File: config.mk
export PLATFORM = sky130hd
export DESIGN_NAME = memory_cycle
export DESIGN_NICKNAME = d
export VERILOG_FILES = /design/src/rtl/memory_cycle.sv
export SDC_FILE = /design/constraint.sdc
export NUM_CORES = 2
export LEC_CHECK = 0
export CORE_ASPECT_RATIO = 1.4
export CORE_MARGIN = 3
export CORE_UTILIZATION = 44
export CTS_BUF_LIST = sky130_fd_sc_hd__clkbuf_8
export CTS_CLUSTER_SIZE = 30
export DETAILED_ROUTE_END_ITERATION = 7
export GPL_TIMING_DRIVEN = 1
export REMOVE_ABC_BUFFERS = 1
export SYNTH_ARGS = -nofsm -noshare
export SYNTH_HDL_FRONTEND = slang
export SYNTH_SLANG_ARGS = --single-unit
File: constraint.sdc
create_clock -name clk -period 10.9 [get_ports clk]
set_input_delay 2.725 -clock clk [delete_from_list [all_inputs] [get_ports clk]]
set_output_delay 2.725 -clock clk [all_outputs]
set_load 0.02 [all_outputs]
File: src/rtl/memory_cycle.sv
// Memory-access pipeline stage: word-addressed data RAM with a fixed multi-cycle
// access latency, upstream stall while busy, and registered write-back outputs.
module memory_cycle #(
    parameter int DATA_W  = 16,
    parameter int ADDR_W  = 8,
    parameter int MEM_LAT = 2
) (
    input  logic              clk,
    input  logic              rst,
    input  logic              in_valid,
    input  logic [DATA_W-1:0] aluin,
    input  logic [DATA_W-1:0] bin,
    input  logic [3:0]        rdin,
    input  logic              memread,
    input  logic              memwrite,
    input  logic              regwrite,
    input  logic              memtoreg,
    output logic              stall,
    output logic              out_valid,
    output logic [DATA_W-1:0] wbdata,
    output logic [3:0]        rdout,
    output logic              regwriteout,
    output logic              err
);

    typedef enum logic {IDLE, BUSY} state_t;

    localparam int         DEPTH    = 1 << ADDR_W;
    localparam logic [3:0] CNT_INIT = 4'(MEM_LAT - 1);

    state_t              state_q, state_d;
    logic [3:0]          cnt_q, cnt_d;
    logic [DATA_W-1:0]   alu_q, alu_d;
    logic [DATA_W-1:0]   bin_q, bin_d;
    logic [3:0]          rd_q, rd_d;
    logic                rw_q, rw_d;
    logic                mtr_q, mtr_d;
    logic                st_q, st_d;
    logic                out_valid_q, out_valid_d;
    logic                err_q, err_d;
    logic                regwriteout_q, regwriteout_d;
    logic [DATA_W-1:0]   wbdata_q, wbdata_d;
    logic [3:0]          rdout_q, rdout_d;
    logic                mem_we;
    logic [DATA_W-1:0]   ram_rdata;
    logic [DATA_W-1:0]   mem_q [DEPTH];

    // Upper address bits are dropped, so addresses wrap onto the RAM depth.
    assign ram_rdata = mem_q[alu_q[ADDR_W-1:0]];

    always_comb begin
        state_d       = state_q;
        cnt_d         = cnt_q;
        alu_d         = alu_q;
        bin_d         = bin_q;
        rd_d          = rd_q;
        rw_d          = rw_q;
        mtr_d         = mtr_q;
        st_d          = st_q;
        out_valid_d   = 1'b0;
        err_d         = 1'b0;
        regwriteout_d = 1'b0;
        wbdata_d      = wbdata_q;
        rdout_d       = rdout_q;
        mem_we        = 1'b0;
        case (state_q)
            IDLE: begin
                if (in_valid) begin
                    if (memread && memwrite) begin
                        out_valid_d = 1'b1;
                        err_d       = 1'b1;
                    end else if (memread || memwrite) begin
                        state_d = BUSY;
                        cnt_d   = CNT_INIT;
                        alu_d   = aluin;
                        bin_d   = bin;
                        rd_d    = rdin;
                        rw_d    = regwrite;
                        mtr_d   = memtoreg;
                        st_d    = memwrite;
                    end else begin
                        out_valid_d   = 1'b1;
                        wbdata_d      = aluin;
                        rdout_d       = rdin;
                        regwriteout_d = regwrite;
                    end
                end
            end
            BUSY: begin
                if (cnt_q == 4'd0) begin
                    state_d       = IDLE;
                    out_valid_d   = 1'b1;
                    rdout_d       = rd_q;
                    regwriteout_d = rw_q;
                    wbdata_d      = mtr_q ? ram_rdata : alu_q;
                    // Gate with reset so an access aborted by reset never commits.
                    mem_we        = st_q & rst;
                end else begin
                    cnt_d = cnt_q - 4'd1;
                end
            end
            default: state_d = IDLE;
        endcase
    end

    always_ff @(posedge clk or negedge rst) begin
        if (!rst) begin
            state_q       <= IDLE;
            cnt_q         <= 4'd0;
            out_valid_q   <= 1'b0;
            err_q         <= 1'b0;
            regwriteout_q <= 1'b0;
            wbdata_q      <= '0;
            rdout_q       <= 4'd0;
        end else begin
            state_q       <= state_d;
            cnt_q         <= cnt_d;
            out_valid_q   <= out_valid_d;
            err_q         <= err_d;
            regwriteout_q <= regwriteout_d;
            wbdata_q      <= wbdata_d;
            rdout_q       <= rdout_d;
        end
    end

    always_ff @(posedge clk) begin
        alu_q <= alu_d;
        bin_q <= bin_d;
        rd_q  <= rd_d;
        rw_q  <= rw_d;
        mtr_q <= mtr_d;
        st_q  <= st_d;
    end

    // RAM contents are deliberately outside the reset domain.
    always_ff @(posedge clk) begin
        if (mem_we) begin
            mem_q[alu_q[ADDR_W-1:0]] <= bin_q;
        end
    end

    assign stall       = (state_q == BUSY);
    assign out_valid   = out_valid_q;
    assign err         = err_q;
    assign regwriteout = regwriteout_q;
    assign wbdata      = wbdata_q;
    assign rdout       = rdout_q;

endmodule

==> job_summary.md <==
### Metrics collected by this job

| Metric | Value |
|---|---|
| Post-Route WL | `~490,000 um` |
| WHS Path Cells | `1` |
| Fin area | `approximately 0.18 sq mm` |
| Clock buffers | `between 600 and 700` |
| Post-CTS Hold Fix Bufs | `0` |
| Tightest Pin Transition | `roughly 1700 ps` |
| Worst Setup EP | `mem_q[109][1]$_DFFE_PP_` |
| Final hold vios | `0` |
| Worst-path maximum fanout | `29` |
| Logic share of the area | `18.3%` |
| Post-layout utilization of the core | `between 40% and 50%` |
| Flop count | `between 4,000 and 5,000` |
| Hold WS | `about 480 ps` |
| CP Launch Type | `input port` |
| Met3 WL post-DR | `44,900 um` |
| Yosys cell types | `between 70 and 80` |
| Syn avg cell area | `21.9 sq um` |
| Power, Total | `~0.034 W` |
| GR Util met1 | `between 30% and 40%` |
| Avg WL per Cell | `between 30 and 40 um` |
| ClkCell Share | `~6.2%` |
| Sequential cell area | `between 0.1 and 0.15 sq mm` |
| Tap Cells | `4,734` |
| Fillcell total | `between 20,000 and 30,000` |
| Ant diodes | `20` |
| DR WL met2 | `around 230,000 um` |
| Worst path slowest cell | `nor2_2` |
| Grt met3 use | `under 10%` |
| VDD IR max | `between 0.1 and 0.15 mV` |
| Height of the die | `~720 um` |
| Nets | `roughly 8,000` |
| CP endpoint kind | `flop` |
| OpenROAD warning count | `between 70 and 80` |
| Cell area leaders | `edfxtp_1 78%, mux4_2 13%, mux2i_1 1.9%, a22oi_1 0.84%, nor2_1 0.75%` |
| Crit. Startpoint | `rst` |
| IO Port Bufs | `between 60 and 70` |
| CTS max path bufs | `4` |
| Status | `finished with violations` |
| P_clk | `0.0118 W` |
| H-Tree Level Count | `6` |
| Logic area | `approximately 0.033 sq mm` |
| Tcrit/Tclk final | `53.6%` |
| DRT Pass-1 Iters | `6` |
| IO Pins | `about 67` |
| Power share of the clock group | `between 30% and 40%` |
| Internal | `approximately 0.025 W` |
| Post-synthesis adder-cell area fraction | `0.0312%` |
| Drt drc | `0` |
| First-pass GRT wire length | `around 670,000 um` |
| Hold Path Sink | `regwriteout$_DFF_PN0_` |
| Comb gates | `2,687` |
| Failing checks | `max-slew violations` |
| Path depth of the worst reg2reg path | `7` |
| NonClk Buf Share | `under 10%` |
| Commonest cells post-synth | `4,135 x edfxtp_1, 910 x mux4_2, 322 x nor2_1` |
| Pleak | `between 50 and 60 nW` |
| Commonest non-fill, non-tap cell in the layout | `edfxtp_1` |
| Simple logic cell fraction of the synthesized area | `1.82%` |
| Max Fclk | `~170 MHz` |
| Synth area leader | `edfxtp_1` |
| Via count | `between 80,000 and 90,000` |
| CTS resizes | `0` |
| Dominant flop cell | `edfxtp_1` |
| Clk root buf | `clkbuf_8` |
| Psw | `around 0.0091 W` |
| Worst R2R End | `wbdata[13]$_DFFE_PN0P_` |
| Yosys top cell by instances | `edfxtp_1` |
| FP Util | `around 44%` |
| Reg2Reg Setup Slack | `~5700 ps` |
| Busiest grt layer | `met2` |
| Slew HR | `-13.8%` |
| Number of synthesized flops with an enable pin | `between 4,000 and 5,000` |
| Met2 Track Usage GR | `around two fifths` |
| Total Routing Usage GR | `about 26%` |
| Flop pwr share | `52.3%` |
| Sw Share | `approximately a quarter` |
| Number of global-route vias before repair | `around 80,000` |
| Clk sinks | `about 4,200` |
| Die Wd | `a little over 500 um` |
| M1 wire length | `~170,000 um` |
| Placed Cells | `about 12,000` |
| Final slew viol count | `approximately 150` |
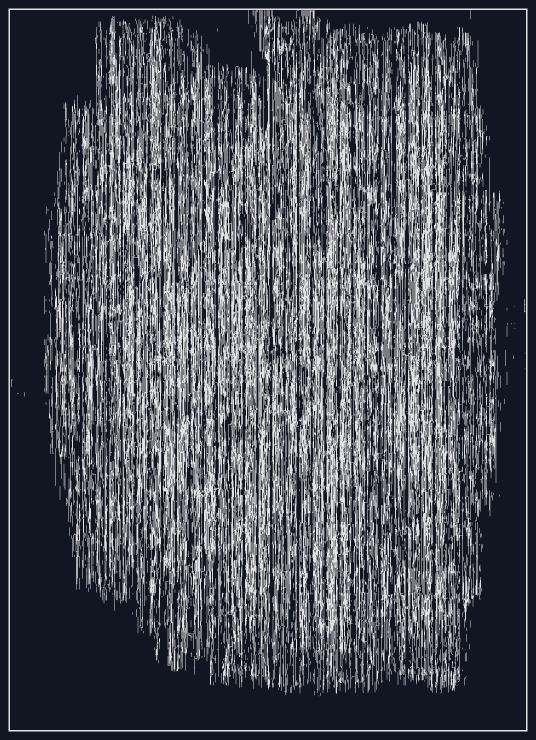
Fig. 1. Metal 2.
Drawn at 1 px/um.
longest straight run: 222 um
main direction: vertical
nets with wire on the layer: 7,194
wire length on this layer: 234 mm
share of all routed wire: 48%

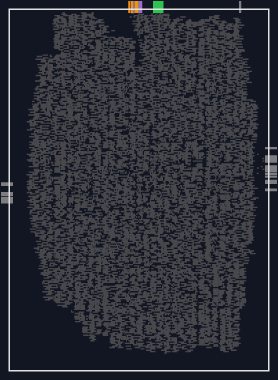
Fig. 2. Pin map.
Drawn at 0.5 px/um. Pins as bars across the die edge, other pins in grey.
legend:
  rdin:
    colour: orange
    pins: 4
    direction: input
    edge: top
  bin:
    colour: green
    pins: 16
    direction: input
    edge: top
  stall:
    colour: purple
    pins: 1
    direction: output
    edge: top
all pins by edge: 33 top, 21 right, 13 left

Power is estimated from default activity; no workload was simulated.
